### Wire density map, run 1

Bar = 50 um. The die is cut into 26 by 26 equal tiles; white is low, dark blue is high, scaled to the fullest tile. Values are wire area over tile area, all layers added.
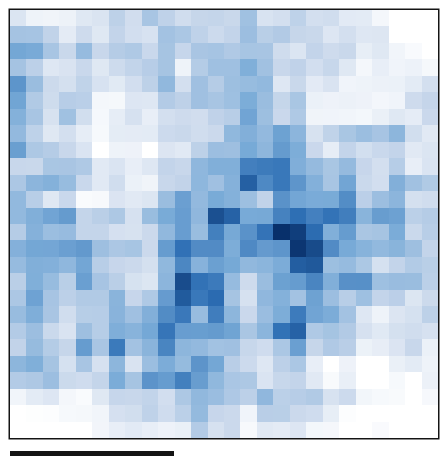
### Met3 routing, run 1

Cells faint in the background.
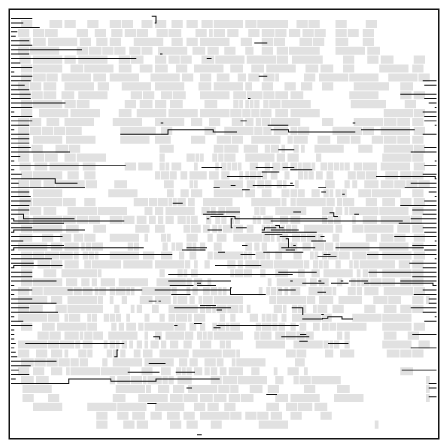
### Zoomed window, run 1

Region (45, 45) to (85, 85) um. Cells in grey, sequential cells in the stronger grey; small squares are vias.
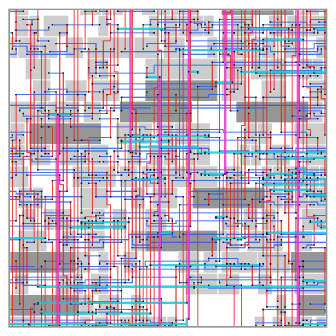
### src/rtl/fetch_unit_pkg.sv
// Shared constants for the instruction-fetch stage: jump-select codes,
// FSM state codes and the NOP encoding loaded into IR at reset.
// No logic; imported by fetch_unit and pc_next_logic.
package fetch_unit_pkg;

    // pc_jump_sel encodings
    localparam logic JP_TO_F     = 1'b0;  // target = f_reg & ~1 (jalr)
    localparam logic JP_RELATIVE = 1'b1;  // target = pc_old + imm32 (jal/branch)

    // Fetch FSM state codes
    localparam logic [0:0] ST_IDLE = 1'b0;
    localparam logic [0:0] ST_WAIT = 1'b1;

    // addi x0, x0, 0
    localparam logic [31:0] NOP_INSN = 32'h0000_0013;

endpackage

### src/rtl/fetch_unit_pc_next_logic.sv
// PC next-value logic: jump target, +4 increment, IDLE-state next PC, misalign hit.
// Latency: purely combinational, zero cycles.
// Backpressure: none; the owning FSM decides when the results are registered.
//
// Ports: pc/pc_old/imm32/f_reg operands; pc_jump/pc_jump_sel/ir_write/pc_go_next
// commands; pc_inc = pc+4; pc_idle_nxt = PC to load in IDLE; misalign_hit =
// a jump this cycle targets a non-word-aligned address.
module pc_next_logic
    import fetch_unit_pkg::*;
#(
    parameter int ADDR_W = 32   // must be <= 32
) (
    input  logic [ADDR_W-1:0] pc,
    input  logic [ADDR_W-1:0] pc_old,
    input  logic [31:0]       imm32,
    input  logic [31:0]       f_reg,
    input  logic              pc_jump,
    input  logic              pc_jump_sel,
    input  logic              ir_write,
    input  logic              pc_go_next,
    output logic [ADDR_W-1:0] pc_inc,
    output logic [ADDR_W-1:0] pc_idle_nxt,
    output logic              misalign_hit
);

    localparam logic [ADDR_W-1:0] PC_STEP = ADDR_W'(4);
    localparam logic [ADDR_W-1:0] LSB_CLR = {{(ADDR_W-1){1'b1}}, 1'b0};

    logic [ADDR_W-1:0] target;

    always_comb begin
        target       = '0;
        pc_inc       = pc + PC_STEP;
        pc_idle_nxt  = pc;
        misalign_hit = 1'b0;

        if (pc_jump_sel == JP_TO_F)
            target = f_reg[ADDR_W-1:0] & LSB_CLR;
        else
            target = pc_old + imm32[ADDR_W-1:0];

        // Priority: jump > ir_write > go_next. An ir_write keeps pc here;
        // its +4 is applied later, on the ack edge.
        if (pc_jump) begin
            pc_idle_nxt  = {target[ADDR_W-1:2], 2'b00};
            misalign_hit = target[1];
        end else if (!ir_write && pc_go_next) begin
            pc_idle_nxt = pc_inc;
        end
    end

endmodule

### src/rtl/fetch_unit.sv
// Instruction-fetch/PC stage: owns PC, PC_OLD, IR and the imem req/ack handshake.
// Latency: fetch is >= 2 edges (issue edge, then ack edge); PC updates take 1 edge.
// Backpressure: imem_req/imem_addr held until imem_ack; fetch_busy tells the CU to stall.
//
// Ports: clk, rst (async active-low); CU strobes pc_go_next/pc_jump/pc_jump_sel/
// ir_write; imm32/f_reg jump operands; imem_req/imem_addr/imem_rdata/imem_ack;
// pc, pc_old, ir and decoded fields; fetch_busy; sticky misalign.
module fetch_unit
    import fetch_unit_pkg::*;
#(
    parameter logic [31:0] RESET_PC = 32'h0000_0000,
    parameter int          ADDR_W   = 32
) (
    input  logic              clk,
    input  logic              rst,
    input  logic              pc_go_next,
    input  logic              pc_jump,
    input  logic              pc_jump_sel,
    input  logic              ir_write,
    input  logic [31:0]       imm32,
    input  logic [31:0]       f_reg,
    output logic              imem_req,
    output logic [ADDR_W-1:0] imem_addr,
    input  logic [31:0]       imem_rdata,
    input  logic              imem_ack,
    output logic [ADDR_W-1:0] pc,
    output logic [ADDR_W-1:0] pc_old,
    output logic [31:0]       ir,
    output logic [6:0]        opcode,
    output logic [2:0]        funct3,
    output logic [6:0]        funct7,
    output logic [4:0]        rs1,
    output logic [4:0]        rs2,
    output logic [4:0]        rd,
    output logic              fetch_busy,
    output logic              misalign
);

    localparam logic [ADDR_W-1:0] RST_PC = RESET_PC[ADDR_W-1:0];

    logic [0:0]        state;
    logic              inc_pending;   // pc_go_next seen with ir_write; apply at ack
    logic [ADDR_W-1:0] pc_inc;
    logic [ADDR_W-1:0] pc_idle_nxt;
    logic              misalign_hit;

    pc_next_logic #(.ADDR_W(ADDR_W)) u_pc_next (
        .pc           (pc),
        .pc_old       (pc_old),
        .imm32        (imm32),
        .f_reg        (f_reg),
        .pc_jump      (pc_jump),
        .pc_jump_sel  (pc_jump_sel),
        .ir_write     (ir_write),
        .pc_go_next   (pc_go_next),
        .pc_inc       (pc_inc),
        .pc_idle_nxt  (pc_idle_nxt),
        .misalign_hit (misalign_hit)
    );

    // The request and the busy flag are both exactly "a fetch is outstanding".
    assign imem_req   = (state == ST_WAIT);
    assign fetch_busy = (state == ST_WAIT);

    assign opcode = ir[6:0];
    assign rd     = ir[11:7];
    assign funct3 = ir[14:12];
    assign rs1    = ir[19:15];
    assign rs2    = ir[24:20];
    assign funct7 = ir[31:25];

    always_ff @(posedge clk or negedge rst) begin
        if (!rst) begin
            state       <= ST_IDLE;
            pc          <= RST_PC;
            pc_old      <= RST_PC;
            ir          <= NOP_INSN;
            imem_addr   <= RST_PC;
            inc_pending <= 1'b0;
            misalign    <= 1'b0;
        end else begin
            case (state)
                ST_IDLE: begin
                    // imem_ack is ignored here: late/spurious responses drop.
                    pc       <= pc_idle_nxt;
                    misalign <= misalign | misalign_hit;
                    if (!pc_jump && ir_write) begin
                        imem_addr   <= pc;
                        inc_pending <= pc_go_next;
                        state       <= ST_WAIT;
                    end
                end
                ST_WAIT: begin
                    // Commands are ignored while the fetch is outstanding.
                    if (imem_ack) begin
                        ir     <= imem_rdata;
                        pc_old <= imem_addr;
                        if (inc_pending)
                            pc <= pc_inc;
                        inc_pending <= 1'b0;
                        state       <= ST_IDLE;
                    end
                end
                default: state <= ST_IDLE;
            endcase
        end
    end

endmodule

### config.mk
export PLATFORM = sky130hd
export DESIGN_NAME = fetch_unit
export DESIGN_NICKNAME = d
export VERILOG_FILES = /design/src/rtl/fetch_unit_pkg.sv /design/src/rtl/fetch_unit_pc_next_logic.sv /design/src/rtl/fetch_unit.sv
export SDC_FILE = /design/constraint.sdc
export NUM_CORES = 1
export LEC_CHECK = 0
export CAP_MARGIN = 10
export CORE_MARGIN = 2
export CORE_UTILIZATION = 46
export DETAILED_ROUTE_END_ITERATION = 10
export PLACE_DENSITY = 0.82
export SYNTH_ARGS = -nofsm -noshare
export SYNTH_HDL_FRONTEND = slang
export SYNTH_SLANG_ARGS = --single-unit
### constraint.sdc
create_clock -name clk -period 3.7 [get_ports clk]
set_input_delay 0.74 -clock clk [delete_from_list [all_inputs] [get_ports clk]]
set_output_delay 0.74 -clock clk [all_outputs]
set_load 0.01 [all_outputs]
==> git commit body, run 1 <==
Log flow metrics for this revision

- Outcome: completed
* Share of layout cells above drive strength 1: 16.6%
- Area growth from synthesis to layout: 44.7%
* TritonCTS Sinks: 125
- The synthesis report names the predominant flop master as sky130_fd_sc_hd__dfrtp_1.
- After synthesis the cells add up to 7390 um^2.
* Total number of yosys warnings: 0
- DRC violation count after routing: 0
- Sequential fraction of the synthesis area: 42.4%
* Period minus WS final: 3.27 ns
* Origin of the critical flop-to-flop path: pc_old[3]
* Max transition margin: 50.8%
* Die X: 131 um
- Share of the core filled with cells: 67.9%
- Overall power consumption after layout is estimated at 0.00890 W.
- In this run, CTS created clock tree buffers numbering 17.
- TritonCTS built the clock tree.
- Final worst clock skew: 0.0124 ns
* Residual antenna-violating net count after detailed routing: 0
- The wire-length estimate of the detail-placed layout is 16400 um.
- In this run the power density over the cells is 831 nW/um^2.
- Dpl cell area: 10000 um^2
* Clock transition time at the flip-flop clock pins of the worst setup and hold paths: 0.06 ns
- Count of different cell masters after synthesis: 64
* Detailed-routing iteration count for the pre-antenna-repair pass: 5
* Clk Tree Root Cell: sky130_fd_sc_hd__clkbuf_16
- Counting endpoints that fail hold in the final report gives 0.
- Clock latency on the worst-skew pair, taken at its later pin, is 0.42 ns.
- After detailed routing, the number of vias per cell comes to 5.59.
* Final Cell Area: 10700 um^2
* Final worst-path cycle share: 88.3%
* Depth of the CTS H-tree: 4
* Final setup viols: 0
## Picture notes: 'Wire density map'
5.2% of the tiles are nearly empty. 15% of the tiles are over half the peak. The mean over all tiles is 0.22. The densest ninth of the die: middle. The fullest tile reaches 0.70.
total vias in the final route: 6642
drt wl/cell: 18.9 um
final routed wirelength across all metal layers: 22500 um
All-Layer GR Usage: 26.4%

## Picture notes: 'Met3 routing'
202 nets have wire on it. The layer carries 1860 um of wire. The longest straight run is 49.0 um. The layer holds 8.3% of the routed length. The wires run mostly horizontal.

## Picture notes: 'Zoomed window'
Red stands for met2. Blue stands for met1. Cyan stands for met3. Magenta stands for met4.
Most frequent: nand2_1 (18), a21oi_1 (17), nor2_1 (13). Sequential cells in the window: 8. Netlist names of flops here include `pc` (8). 139 logic cells have their middle in the window.

-- run 1: synth_stat cells (all sizes together), types with 6 or more instances --
cell type | count | area share [%]
o22ai | 7 | 0.59
nand2 | 52 | 2.6
inv | 8 | 0.41
clkbuf | 30 | 1.5
a211oi | 12 | 1.3
a31oi | 8 | 0.68
nand3 | 22 | 1.5
xor2 | 7 | 0.83
mux2 | 94 | 14
buf | 42 | 4.1
o21bai | 7 | 0.71
nor2 | 46 | 2.5
nand4 | 9 | 0.85
o32ai | 7 | 0.93
nor3 | 12 | 0.88
and3 | 10 | 0.85
a21o | 13 | 1.3
xnor2 | 13 | 1.5
o21ai | 44 | 3.0
nor2b | 8 | 0.68
mux2i | 6 | 0.81
dfrtp | 122 | 41
a21oi | 63 | 4.3
ha | 30 | 5.1
-- run 1: worst reg2reg max path, delay by kind of cell (launching register included) --
kind	cells	cell delay [ns]
AND-OR/OR-AND	7	1.88
flip-flops	1	0.41
adder cells (fa/ha/maj)	1	0.33
AND/OR/NAND/NOR	1	0.20
-- run 1: registers in the layout, indices dropped and copies added, names as in the netlist --
name         cells
ir              32
imem_addr       30
fetch_busy       1
pc              30
inc_pending      1
misalign         1
pc_old          30
-- run 1: how the worst min path moves through the flow --
| stage | start | to | slack (ns) |
|---|---|---|---|
| floorplan | rst | fetch_busy | 0.44 |
| global placement | misalign | misalign | 0.46 |
| detailed placement | misalign | misalign | 0.47 |
| CTS | rst | pc[31] | 0.38 |
| global route | rst | pc[31] | 0.41 |
| finish | rst | pc[31] | 0.36 |
-- run 1: per-stage QoR --
| step | hold WS, ns | instances |
|---|---|---|
| floorplan | 0.444 | 736 |
| global placement | 0.462 | 1157 |
| detailed placement | 0.470 | 1157 |
| CTS | 0.383 | 1189 |
| global route | 0.412 | 1189 |
| finish | 0.357 | 1189 |
-- run 1: power breakdown --
group / internal [W] / switching, W
registers: 0.00196 / 0.000675
logic: 0.00238 / 0.00193
clock network: 0.00133 / 0.000627
total: 0.00567 / 0.00323
-- run 1: kinds of logic (layout without fill, tap and decap cells) --
group	after synthesis	in the layout	synth area share, %
AND-OR/OR-AND	191	191	16.5
buffers and inverters	80	317	6.06
multiplexers	100	100	15.1
adder cells (fa/ha/maj)	30	30	5.08
other	1	6	0.0507
flip-flops	125	125	42.4
AND/OR/NAND/NOR	184	184	12.4
XOR/XNOR	20	20	2.37
-- run 1: routing by layer --
metal	GRT usage (%)	vias to the layer above	wire length [um]
met5	0	-	0
li1	-	3100	-
met3	7.17	41	1860
met4	10.6	0	654
met2	44.0	330	10900
met1	32.6	3171	9070
-- run 1: final cells by class --
cell class / count / share of cell area [%]
inverters: 8 / 0.281
repair buffers: 277 / 25.6
clock buffers: 22 / 4.53
multi-input cells: 531 / 35.9
well taps: 216 / 2.53
flip-flops and latches: 125 / 29.3
clock inverters: 10 / 1.94
### Clock wires, drivers and flops, run 1

Bar = 50 um.
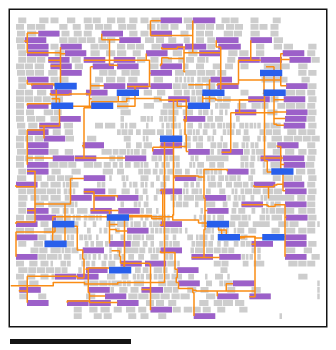

==> run 1 -> run 2 <==
--- a/config.mk
+++ b/config.mk
@@ -6,7 +6,6 @@
 export NUM_CORES = 1
 export LEC_CHECK = 0
 export CAP_MARGIN = 10
-export CORE_MARGIN = 2
 export CORE_UTILIZATION = 46
 export DETAILED_ROUTE_END_ITERATION = 10
 export PLACE_DENSITY = 0.82
### Clock wires, drivers and flops, run 2

Bar = 50 um.
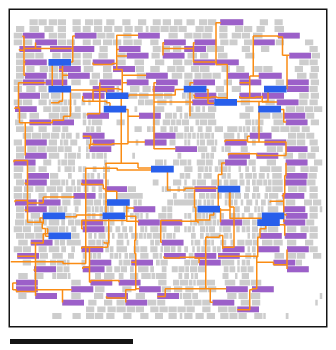
Purple stands for flip-flops, count 125. Blue stands for cells driving clock nets, count 17. Orange stands for clock wires, length 1760 um.
There are 18 routed clock nets. Position of the flops: spread over the die.

### Zoomed window, run 2

Region (44, 44) to (84, 84) um. Cells in grey, sequential cells in the stronger grey; small squares are vias.
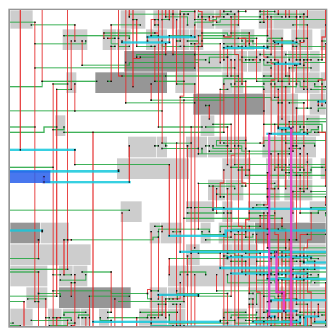

### Met3 routing, run 2

Cells faint in the background.
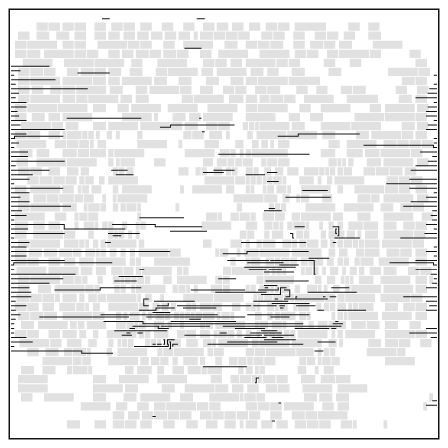
The layer carries 1840 um of wire. 192 nets have wire on it. The layer holds 8.6% of the routed length. The wires run mostly horizontal. The longest straight run is 48.1 um.

==> run 2 against run 1 <==
Effect of this change: wire length decreased by 5.0%; highest routed layer is now met5; sequential power is essentially flat; hold slack better by 0.078 ns.
==> git commit body, run 2 <==
Log flow metrics for this revision

* Outcome: completed
- Clk Tree Root Cell: sky130_fd_sc_hd__clkbuf_16
- The yosys warning tally is 0 (unchanged).
* Biggest register: ir
- Top Usage Layer GRT: met2
- Combinational group share of total power: 50.0% (+1.7 points)
- The half-perimeter wire length after detailed placement is 15600 um (-4.9%).
- In this run the layout overhead on the synthesized area is reported as 42.9%.
* Largest cells by area after synthesis: sky130_fd_sc_hd__dfrtp_1 41%, sky130_fd_sc_hd__mux2_2 14%, sky130_fd_sc_hd__ha_1 5.1%
- The met1 global-route usage came to 32.4% (-0.25 points).
- Clock transition time at the flip-flop clock pins of the worst setup and hold paths: 0.06 ns (about the same)
- Sequential fraction of the synthesis area: 42.4% (unchanged)
- Of all cell types, the one taking the most synthesized area is sky130_fd_sc_hd__dfrtp_1.
* Residual antenna-violating net count after detailed routing: 0 (unchanged)
* Commonest cells in the synthesized netlist: 122 x sky130_fd_sc_hd__dfrtp_1, 94 x sky130_fd_sc_hd__mux2_2, 63 x sky130_fd_sc_hd__a21oi_1, 52 x sky130_fd_sc_hd__nand2_1, 44 x sky130_fd_sc_hd__nor2_1
- Dpl cell area: 9990 um^2 (-0.16%)
- Mapped cell area: 7390 um^2 (unchanged)
- Detailed-route vias per instance: 5.67 (+1.6%)
- The power density over the cells was 805 nW/um^2 (-3.2%).
- Final worst clock skew: 0.0158 ns (+0.00341 ns)
- All-Layer GR Usage: 26.0% (-0.40 points)
- The proportion of layout cells with a drive suffix above 1 is 16.3% (-0.31 points).
* Final worst-path cycle share: 88.3% (about the same)
* Final tally of hold violations: 0 (unchanged)
- The portion of total power attributed to sequential cells was 30.8% (+1.2 points).
* Post-Route Hold Slack: 0.435 ns (+0.0780 ns)
- Final routed wirelength across all metal layers: 21400 um (-5.0%)
- Die X: 129 um (-1.5%)
- Max transition margin: 33.5% (-17 points)
* DRC violation count after routing: 0 (unchanged)
- Total power after layout: 0.00850 W (-4.4%)
- Max-area cell share: 41.3% (unchanged)
* Synth Flop Type: sky130_fd_sc_hd__dfrtp_1
- Depth of the CTS H-tree: 4 (unchanged)
* Top cell type by instance count after synthesis: sky130_fd_sc_hd__dfrtp_1
- TritonCTS Buffers: 17 (unchanged)
## run 2: per-layer routing
| layer | share of wire, % | routed length, um | vias to the layer above |
|---|---|---|---|
| li1 | - | - | 3107 |
| met1 | 40 | 8610 | 3218 |
| met2 | 50 | 10600 | 354 |
| met3 | 8.6 | 1840 | 36 |
| met4 | 1.5 | 320 | 2 |
| met5 | 0.061 | 13 | - |
## run 2: path summary, 6_finish.rpt
path,from,to,cells after the start
setup / recovery,imm32[9],pc[26],10
hold / removal,rst,imem_addr[14],1
setup reg to reg,pc_old[9],pc[26],9
hold reg to reg,misalign,misalign,1
max in group asynchronous,rst,pc_old[25],2
min in group clk,misalign,misalign,1
## run 2: cell type report
type,instances,area share (%)
tap,211,2.50
multi-input combinational,531,36.4
inverter,8,0.284
sequential,125,29.6
clock inverter,7,0.829
clock buffer,25,4.59
timing repair buffer,277,25.8
## run 2: cells by family (layout without fill, tap and decap cells)
kind of cell / after synthesis / count (layout) / share of synthesized area [%]
DFF: 125 / 125 / 42.4
AOI/OAI and AO/OA: 191 / 191 / 16.5
buffers and inverters: 80 / 317 / 6.06
muxes: 100 / 100 / 15.1
xor gates and xnor gates: 20 / 20 / 2.37
and+or+nand+nor: 184 / 184 / 12.4
other: 1 / 6 / 0.0507
adders and majority gates: 30 / 30 / 5.08
## run 2: power groups by stage
| stage | Clock (W) | Sequential [W] | Combinational [W] |
|---|---|---|---|
| final | 0.00164 | 0.00262 | 0.00425 |
| after floorplan | 0 | 0.00272 | 0.00210 |
| after CTS | 0.00166 | 0.00261 | 0.00426 |
| after detailed placement | 0 | 0.00262 | 0.00422 |
| after global routing | 0.00172 | 0.00271 | 0.00458 |
| after global placement | 0 | 0.00259 | 0.00416 |
## run 2: critical path: stages
cell,delay (ns)
sky130_fd_sc_hd__clkdlybuf4s50_1,0.41
sky130_fd_sc_hd__ha_1,0.36
sky130_fd_sc_hd__a21o_1,0.22
sky130_fd_sc_hd__or2_1,0.22
sky130_fd_sc_hd__o32ai_2,0.33
sky130_fd_sc_hd__nor2_2,0.16
sky130_fd_sc_hd__a311o_1,0.44
sky130_fd_sc_hd__a211o_1,0.34
sky130_fd_sc_hd__xnor2_1,0.15
sky130_fd_sc_hd__a211oi_1,0.22
## run 2: metrics by stage
step	utilization [%]	std cells
after floorplan	-	736
after global routing	68.5	1184
after detailed placement	64.8	1152
after global placement	64.8	1152
final	68.5	1184
after CTS	68.5	1184
### Clock nets, run 2

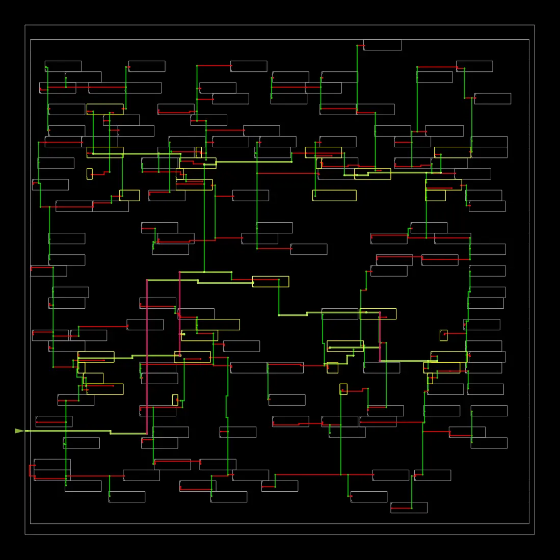

==> run 2 -> run 3 <==
--- a/config.mk
+++ b/config.mk
@@ -5,10 +5,12 @@
 export SDC_FILE = /design/constraint.sdc
 export NUM_CORES = 1
 export LEC_CHECK = 0
+export ABC_CLOCK_PERIOD_IN_PS = 3700
 export CAP_MARGIN = 10
-export CORE_UTILIZATION = 46
+export CORE_UTILIZATION = 64
 export DETAILED_ROUTE_END_ITERATION = 10
-export PLACE_DENSITY = 0.82
+export DONT_BUFFER_PORTS = 1
+export PLACE_DENSITY = 0.8
 export SYNTH_ARGS = -nofsm -noshare
 export SYNTH_HDL_FRONTEND = slang
 export SYNTH_SLANG_ARGS = --single-unit
### Clock nets, run 3

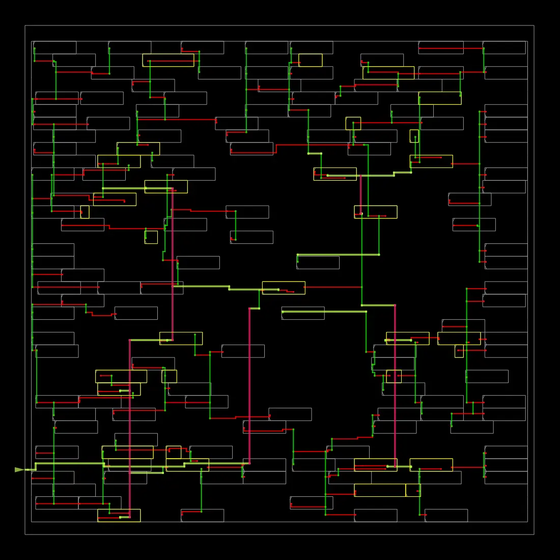
# clk buffers: 18
TritonCTS Buffers: 17
final worst clock skew: 0.00952 ns
sequential cell count of the final layout: 125
clock latency of the later-clocked register in the worst-skew pair: 0.42 ns

### Zoomed window, run 3

Region (35, 35) to (75, 75) um. Cells in grey, sequential cells in the stronger grey; small squares are vias.
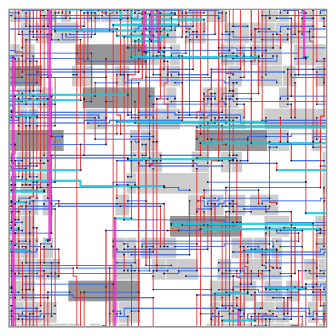

==> run 3 against run 2 <==
Effect of this change: total power decreased by 15%; critical path type is now register to register; global-route usage increased by 6.3 points; synthesized cell count unchanged; largest cell class unchanged; maximum frequency increased by 3.2%; wire length decreased by 11%; via count decreased by 14%; design area decreased by 25%; combinational power decreased by 44%.
==> git commit body, run 3 <==
Log flow metrics for this revision

- The largest stage delay on the critical path is 0.55 ns (+0.11 ns).
- The portion of total power attributed to sequential cells is 41.9% (+11 points).
- Origin of the critical flop-to-flop path: pc_old[3]
- Commonest cells in the synthesized netlist: 122 x sky130_fd_sc_hd__dfrtp_1, 94 x sky130_fd_sc_hd__mux2_2, 63 x sky130_fd_sc_hd__a21oi_1, 52 x sky130_fd_sc_hd__nand2_1, 44 x sky130_fd_sc_hd__nor2_1
* Power density over cell area: 919 nW/um^2 (+14%)
* Total number of yosys warnings: 0 (unchanged)
- The combinational cell fraction of total power was 32.8% (-17 points).
- The final routed DRC violation total was 0 (unchanged).
- Top cell type by instance count after synthesis: sky130_fd_sc_hd__dfrtp_1
- The chip width is 109 um (-15%).
* Number of nets in the layout: 826
- Arrival time worst endpoint: 3.44 ns
- Endpoint of the worst-slack reg-to-reg timing path: pc[30]
- Following the worst setup path forward leads to its endpoint at pc[30].
- Crit. Startpoint: pc_old[3]
- The proportion of layout cells with a drive suffix above 1 was 21.4% (+5.0 points).
- WP buf/inv: 0 (-1)
- Final tally of hold violations: 0 (unchanged)
* All-Layer GR Usage: 32.3% (+6.3 points)
- Clk Tree Root Cell: sky130_fd_sc_hd__clkbuf_16
- The placed cell area came to 7240 um^2 (-27%).
- Sequential fraction of the synthesis area: 42.4% (unchanged)
* Largest cells by area after synthesis: sky130_fd_sc_hd__dfrtp_1 41%, sky130_fd_sc_hd__mux2_2 14%, sky130_fd_sc_hd__ha_1 5.1%
- Startpoint kind of the worst setup timing path: register
- The number of cells on the critical path is 9 (-1).
- Switch Pwr: 0.00298 W
- Delay-heaviest family, CP: AND-OR/OR-AND gates
- Depth of the CTS H-tree: 4 (unchanged)
- The max-slew headroom at the worst pin was 46.1% (+13 points).
- STA lists the maximum fanout along the critical path as 3.
* Max-area cell share: 41.3% (unchanged)
* Number of primary I/O pins: 266
- The number of cells traversed by the worst register-to-register path was 9 (unchanged).
- The area growth from synthesis to layout is 6.99%.
- Synth Flop Type: sky130_fd_sc_hd__dfrtp_1
* Biggest register: ir
- The remaining antenna violation count after routing is 0 (unchanged).
- The overall routed net length is 19000 um (-11%).
- The detailed-route vias per instance was 6.82 (+20%).
- Timing-limited maximum frequency: 0.316 GHz
- Final worst-path cycle share: 85.6% (-2.7 points)
- The half-perimeter wire length after detailed placement was 13600 um (-13%).
- Mapped cell area: 7390 um^2 (unchanged)
- The filler-free cell count of the finished design is 846 (-29%).
- Post-placement cell count: 813 (-29%)
- Outcome: completed
### Clock wires, drivers and flops, run 3

Bar = 20 um.
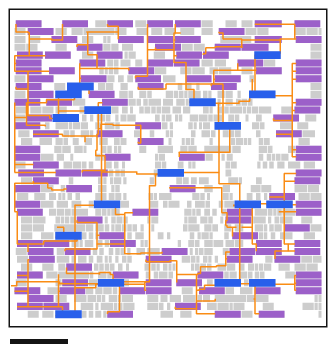
clock network power: 0.00184 W
clock network fraction of design power: 25.3%

==> run 3: cell counts after synthesis <==
Identical to the previous run, type by type.
==> run 3: kinds of logic (layout without fill, tap and decap cells) <==
kind of cell	count (synthesis)	in the layout	share of synthesized area (%)
other cells	1	6	0.0507
mux	100	100	15.1
simple gates	184	184	12.4
compound gates	191	191	16.5
flops	125	125	42.4
fa+ha+maj	30	30	5.08
xor+xnor	20	20	2.37
buf+inv	80	50	6.06
==> run 3: how the worst min path moves through the flow <==
stage	from	end	slack, ns	cells after the start
after floorplan	rst	fetch_busy	0.44	0
after global placement	rst	pc_old[31]	0.45	0
final	rst	imem_addr[29]	0.02	0
after detailed placement	rst	pc_old[31]	0.45	0
after global routing	rst	imem_addr[29]	0.0007	0
after CTS	rst	pc[23]	0.004	0
==> run 3: worst register-to-register path: stages, from the launching register on <==
cell and delay (ns):
sky130_fd_sc_hd__dfrtp_1 0.43, sky130_fd_sc_hd__ha_1 0.33, sky130_fd_sc_hd__a21oi_1 0.33, sky130_fd_sc_hd__nand4b_1 0.23, sky130_fd_sc_hd__a21boi_1 0.14, sky130_fd_sc_hd__o311a_1 0.41
sky130_fd_sc_hd__o21bai_1 0.25, sky130_fd_sc_hd__o21ai_0 0.25, sky130_fd_sc_hd__a2111oi_0 0.56, sky130_fd_sc_hd__a211oi_1 0.11
==> run 3: layer usage <==
layer	track usage [%]	up-vias	wire (um)
li1	-	2579	-
met3	10.0	38	1810
met2	52.4	299	9090
met4	12.7	0	442
met5	0	-	0
met1	40.2	2850	7620
==> run 3: cell type report <==
cell class,count,share of cell area (%)
multi-input combinational,531,48.5
sequential,125,39.6
clock buffer,18,5.55
clock inverter,14,2.74
tap,140,2.21
timing repair buffer,10,0.981
inverter,8,0.380
==> run 3: power groups by stage <==
stage	sequential, W	combinational [W]	clock, W
after detailed placement	0.00305	0.00232	0
after floorplan	0.00272	0.00210	0
final	0.00304	0.00238	0.00184
after global routing	0.00316	0.00262	0.00192
after CTS	0.00304	0.00235	0.00186
after global placement	0.00301	0.00223	0
==> run 3: through the flow <==
stage	worst slack [ns]	util [%]	total power (W)	hold WS [ns]
global placement	0.440	65.7	0.00524	0.447
detailed placement	0.407	65.7	0.00537	0.447
global route	0.289	71.7	0.00770	0.000717
finish	0.533	71.7	0.00727	0.0188
floorplan	0.715	-	0.00482	0.444
CTS	0.593	71.6	0.00725	0.00411
Power figures rest on the tool's default switching activity, not on a simulated workload.
